`src/rtl/detector_host_link.sv`:
```
// detector_host_link: streams one frame of pixels into the face detector,
// then drains its result store as (x, y) coordinate pairs.
module detector_host_link #(
  parameter int FRAME_WIDTH  = 800,
  parameter int FRAME_HEIGHT = 600,
  parameter int PIXEL_WIDTH  = 16,
  parameter int RESULT_WIDTH = 12,
  parameter int ACK_TIMEOUT  = 1023
) (
  input  logic                    clk,
  input  logic                    reset,
  input  logic                    start,
  input  logic                    pix_in_valid,
  input  logic [PIXEL_WIDTH-1:0]  pix_in_data,
  output logic                    pix_in_ready,
  output logic [PIXEL_WIDTH-1:0]  det_pixel,
  output logic                    det_recieve_pixel,
  input  logic                    det_ready_recieve_pixel,
  input  logic                    det_recieve_pixel_end,
  output logic                    det_trig_send_result,
  input  logic                    det_ready_send_result,
  input  logic [RESULT_WIDTH-1:0] det_result_data,
  input  logic                    det_result_end,
  output logic                    det_result_sent,
  output logic                    res_valid,
  output logic [RESULT_WIDTH-1:0] res_x,
  output logic [RESULT_WIDTH-1:0] res_y,
  input  logic                    res_ready,
  output logic                    busy,
  output logic                    frame_done,
  output logic                    error
);
  localparam int TOTAL = FRAME_WIDTH * FRAME_HEIGHT;
  localparam int CW    = $clog2(TOTAL + 1);
  localparam int TW    = $clog2(ACK_TIMEOUT + 1);
  typedef enum logic [3:0] {
    IDLE, FETCH, WAIT_RDY, WAIT_ACK, RES_CHECK, RES_WAIT, RES_TAKE, RES_OUT, DONE
  } state_t;
  state_t                  r_state, w_next;
  logic [CW-1:0]           r_cnt;
  logic [TW-1:0]           r_wait;
  logic                    r_half;
  logic [PIXEL_WIDTH-1:0]  r_pix;
  logic [RESULT_WIDTH-1:0] r_x, r_y;
  logic                    r_strobe, r_trig, r_error;
  logic                    w_stall, w_timeout, w_odd;
  always_comb begin
    w_next    = r_state;
    w_stall   = 1'b0;
    w_timeout = 1'b0;
    case (r_state)
      IDLE:      w_next = start ? FETCH : IDLE;
      FETCH:     w_next = pix_in_valid ? WAIT_RDY : FETCH;
      WAIT_RDY: begin
        w_stall = !det_ready_recieve_pixel;
        w_next  = det_ready_recieve_pixel ? WAIT_ACK : WAIT_RDY;
      end
      WAIT_ACK: begin
        w_stall = !det_recieve_pixel_end;
        w_next  = !det_recieve_pixel_end ? WAIT_ACK :
                  (r_cnt == CW'(TOTAL - 1)) ? RES_CHECK : FETCH;
      end
      RES_CHECK: w_next = det_result_end ? DONE : RES_WAIT;
      RES_WAIT: begin
        w_stall = !det_ready_send_result;
        w_next  = det_ready_send_result ? RES_TAKE : RES_WAIT;
      end
      RES_TAKE:  w_next = r_half ? RES_CHECK : RES_OUT;
      RES_OUT:   w_next = res_ready ? RES_CHECK : RES_OUT;
      DONE:      w_next = IDLE;
      default:   w_next = IDLE;
    endcase
    // backpressure states never stall-count, so only detector waits can expire
    w_timeout = w_stall && (r_wait == TW'(ACK_TIMEOUT - 1));
    if (w_timeout) w_next = DONE;
  end
  assign w_odd = (r_state == RES_CHECK) && det_result_end && r_half;
  always_ff @(posedge clk) begin
    if (reset) begin
      r_state  <= IDLE;
      r_cnt    <= '0;
      r_wait   <= '0;
      r_half   <= 1'b0;
      r_pix    <= '0;
      r_x      <= '0;
      r_y      <= '0;
      r_strobe <= 1'b0;
      r_trig   <= 1'b0;
      r_error  <= 1'b0;
    end else begin
      r_state  <= w_next;
      r_strobe <= (r_state == WAIT_RDY) && (w_next == WAIT_ACK);
      r_trig   <= (r_state == RES_CHECK) && (w_next == RES_WAIT);
      r_wait   <= (w_next != r_state) ? '0 : r_wait + TW'(w_stall);
      if (r_state == FETCH && pix_in_valid) r_pix <= pix_in_data;
      if (r_state == WAIT_ACK && det_recieve_pixel_end) r_cnt <= r_cnt + CW'(1);
      if (r_state == RES_WAIT && det_ready_send_result) begin
        if (r_half) r_y <= det_result_data;
        else r_x <= det_result_data;
        r_half <= !r_half;
      end
      if (w_odd) r_half <= 1'b0;
      if (w_timeout || w_odd) r_error <= 1'b1;
      if (r_state == IDLE && start) begin
        r_cnt   <= '0;
        r_half  <= 1'b0;
        r_error <= 1'b0;
      end
    end
  end
  assign pix_in_ready         = (r_state == FETCH);
  assign det_pixel            = r_pix;
  assign det_recieve_pixel    = r_strobe;
  assign det_trig_send_result = r_trig;
  assign det_result_sent      = (r_state == RES_TAKE);
  assign res_valid            = (r_state == RES_OUT);
  assign res_x                = r_x;
  assign res_y                = r_y;
  assign busy                 = (r_state != IDLE);
  assign frame_done           = (r_state == DONE);
  assign error                = r_error;
endmodule
```
`config.mk`:
```
export PLATFORM = sky130hd
export DESIGN_NAME = detector_host_link
export DESIGN_NICKNAME = d
export VERILOG_FILES = /design/src/rtl/detector_host_link.sv
export SDC_FILE = /design/constraint.sdc
export NUM_CORES = 1
export LEC_CHECK = 0
export ABC_AREA = 0
export CORE_MARGIN = 1
export CORE_UTILIZATION = 42
export DETAILED_ROUTE_END_ITERATION = 6
export HOLD_SLACK_MARGIN = 0.05
export PLACE_DENSITY_LB_ADDON = 0.12
export SLEW_MARGIN = 20
export SYNTH_ARGS = -nofsm -noshare
export SYNTH_HDL_FRONTEND = slang
export SYNTH_SLANG_ARGS = --single-unit
```
`constraint.sdc`:
```
create_clock -name clk -period 2.4 [get_ports clk]
set_input_delay 0.24 -clock clk [delete_from_list [all_inputs] [get_ports clk]]
set_output_delay 0.24 -clock clk [all_outputs]
set_load 0.02 [all_outputs]
```
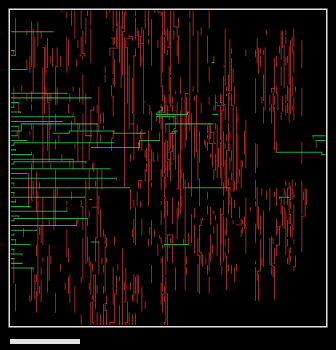
(images/metal_stack.png)
Bar = 20 um. Only two layers are drawn.
Key: green = met3 [wire length 550 um]; red = met2 [wire length 3,480 um]

==> tab_implementation.tex <==
% Synthesis and place-and-route results
\begin{tabular}{lr}
\hline
Metric & Value \\
\hline
\multicolumn{2}{l}{\textbf{Global route}} \\
Largest net degree at the start of global routing & 42 \\
Grt total ovfl & 0 \\
Via count of the first global-routing pass & 2,816 \\
First-pass GRT wire length & 13.3 mm \\
All-layer global routing usage & 19.8\% \\
Initial antenna violation count & 0 \\
\multicolumn{2}{l}{\textbf{Logic synthesis}} \\
Synthesized netlist cell count & 387 \\
Mean cell area of the mapped netlist & between 8 and 9 um2 \\
Share of synthesized cell area in and-or and or-and compound cells & 10.2\% \\
Synthesized flop and latch total & 77 \\
Post-synthesis xor/xnor area fraction & under 10\% \\
Adder-cell share of the synthesized area & 1.13\% \\
Post-Syn Area & $\sim$3300 um2 \\
Fraction of synthesis flops using an asynchronous set or reset pin & 0\% \\
Post-synth area from yosys stat & 3320 um2 \\
Fraction of synthesized area in multiplexers & under 10\% \\
Sequential area share after synthesis & 46.4\% \\
\multicolumn{2}{l}{\textbf{Setup path}} \\
Endpoint type of the worst setup path & register \\
Worst Setup Start Kind & register \\
Worst EP required & 2.67 ns \\
Peak fanout along the critical path & 3 \\
Number of buffer and inverter instances along the worst setup path & 0 \\
Worst endpoint data arrival time & 2.52 ns \\
Cell with the largest stage delay on the worst path & or4b\_2 \\
Maximum cell stage delay along the critical path & between 0.6 and 0.7 ns \\
\multicolumn{2}{l}{\textbf{Clock network}} \\
TritonCTS clock tree & yes \\
TritonCTS buffer count & 9 \\
Hold-fix buffer count after cts & 0 \\
Root cell of the clock tree & clkbuf\_8 \\
Num Clock Sinks & 77 \\
CTS Buffer Depth & 2 \\
\multicolumn{2}{l}{\textbf{Power and ir drop}} \\
Total power draw & 2.56 mW \\
Ratio of total power to cell area & between 500 and 600 nW/um2 \\
\multicolumn{2}{l}{\textbf{Final timing}} \\
Worst hold margin & between 0.4 and 0.5 ns \\
Number of pins exceeding their max-slew limit in the final report & 0 \\
Smallest setup slack after layout & roughly 0.15 ns \\
Slew at the pin closest to its max-slew limit & 0.594 ns \\
Crit path time final & 2.25 ns \\
\multicolumn{2}{l}{\textbf{Die}} \\
Die boundary width & 90.9 um \\
Number of I/O pins & roughly 85 \\
\multicolumn{2}{l}{\textbf{Flow run}} \\
Max-capacitance violation count & 0 \\
Tally of OpenROAD warnings & 26 \\
\multicolumn{2}{l}{\textbf{Routing}} \\
Detailed router's first-iteration violation count & 158 \\
Overall routed net length & roughly 7.8 mm \\
Antenna violation net count after detailed routing & 0 \\
Vias per cell & 5.06 \\
Drt pass-1 iters & 4 \\
Total number of vias & approximately 3,000 \\
Number of remaining DRC errors & 0 \\
\multicolumn{2}{l}{\textbf{Cells and area}} \\
Commonest Layout Cell & clkdlybuf4s50\_1 \\
Fraction of the core area covered by cells at the end of the flow & 58.6\% \\
Combined flip-flop and latch cell area & roughly 1500 um2 \\
Number of nets in the final layout & 517 \\
Number of fill cells & 722 \\
\multicolumn{2}{l}{\textbf{Status}} \\
Outcome & finished, final reports clean \\
\multicolumn{2}{l}{\textbf{Placement}} \\
Buffers on Ports & 84 \\
Estimated wirelength of the detail-placed design & approximately 5.4 mm \\
Final weighted congestion in routability-driven placement & 0.858 \\
\multicolumn{2}{l}{\textbf{Min path}} \\
Type of the tightest min-delay check & input pin to register \\
\hline
\end{tabular}
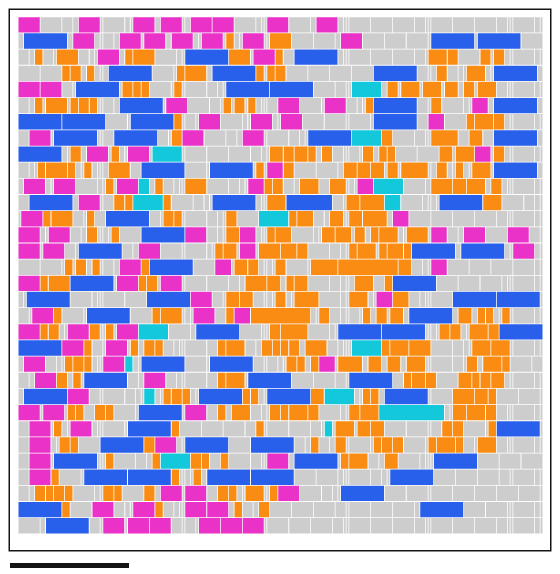
(images/cell_classes.png)
Bar = 20 um. Fill, decap, tap and diode cells in gray.
Key: blue = flip-flops [cells 77, share of their area 35%]; magenta = other buffers and delay cells [cells 99, share of their area 22%]; cyan = clock drivers and dummy loads [cells 16, share of their area 4.4%]; orange = all other logic [cells 290, share of their area 39%]
fraction of standard cell area that is sequential: 34.3%
floorplan row count: 32

==> state kept, by name, summed over array words and instances, names as in the netlist, 4 cells and up <==
name and flops:
det_pixel 16, res_x 12, r_wait 10, r_cnt 19, res_y 12, r_state 4
==> layout make-up <==
| class | instances | area share [%] |
|---|---|---|
| Multi-Input combinational cell | 287 | 37.2 |
| Tap cell | 102 | 2.83 |
| Timing Repair Buffer | 99 | 21.2 |
| Clock buffer | 12 | 3.22 |
| Clock inverter | 4 | 1.06 |
| Sequential cell | 77 | 34.3 |
| Inverter | 3 | 0.250 |
==> synthesized netlist by cell type, drive strengths merged (3+ instances only) <==
cell	number	share of area, %
dfxtp	77	46
nand2	72	8.1
nor2	39	4.4
a21oi	38	5.7
nand3	19	2.9
xor2	17	4.5
nor3	16	2.7
mux2i	14	4.2
clkbuf	13	1.5
nand4	9	1.7
and3	7	1.3
buf	7	1.4
xnor2	7	1.8
nor2b	4	0.75
and4	3	0.79
ha	3	1.1
inv	3	0.34
nand2b	3	0.57
nor4	3	0.57
o21ai	3	0.45
or2	3	0.57
==> power breakdown <==
group / switching (mW) / internal, mW
clock: 0.463 / 0.507
combinational: 0.153 / 0.134
sequential: 0.00961 / 1.29
==> per-layer routing <==
| metal | share of wire [%] | wire (um) | global-route usage [%] | up-vias |
|---|---|---|---|---|
| met5 | 0 | 0 | 0 | - |
| met1 | 48 | 3730 | 25.7 | 1366 |
| met3 | 7.0 | 549 | 6.82 | 11 |
| li1 | - | - | - | 1513 |
| met4 | 1.0 | 81 | 7.54 | 0 |
| met2 | 44 | 3480 | 30.4 | 66 |
==> final timing paths <==
check	endpoint	slack, ns	cells after the start
min	det_pixel[11]	0.44	3
max reg2reg	r_wait[9]	0.15	8
max	r_wait[9]	0.15	8
min reg2reg	det_pixel[11]	0.46	2
No activity file was given, so power comes from the tool's default toggle rates.
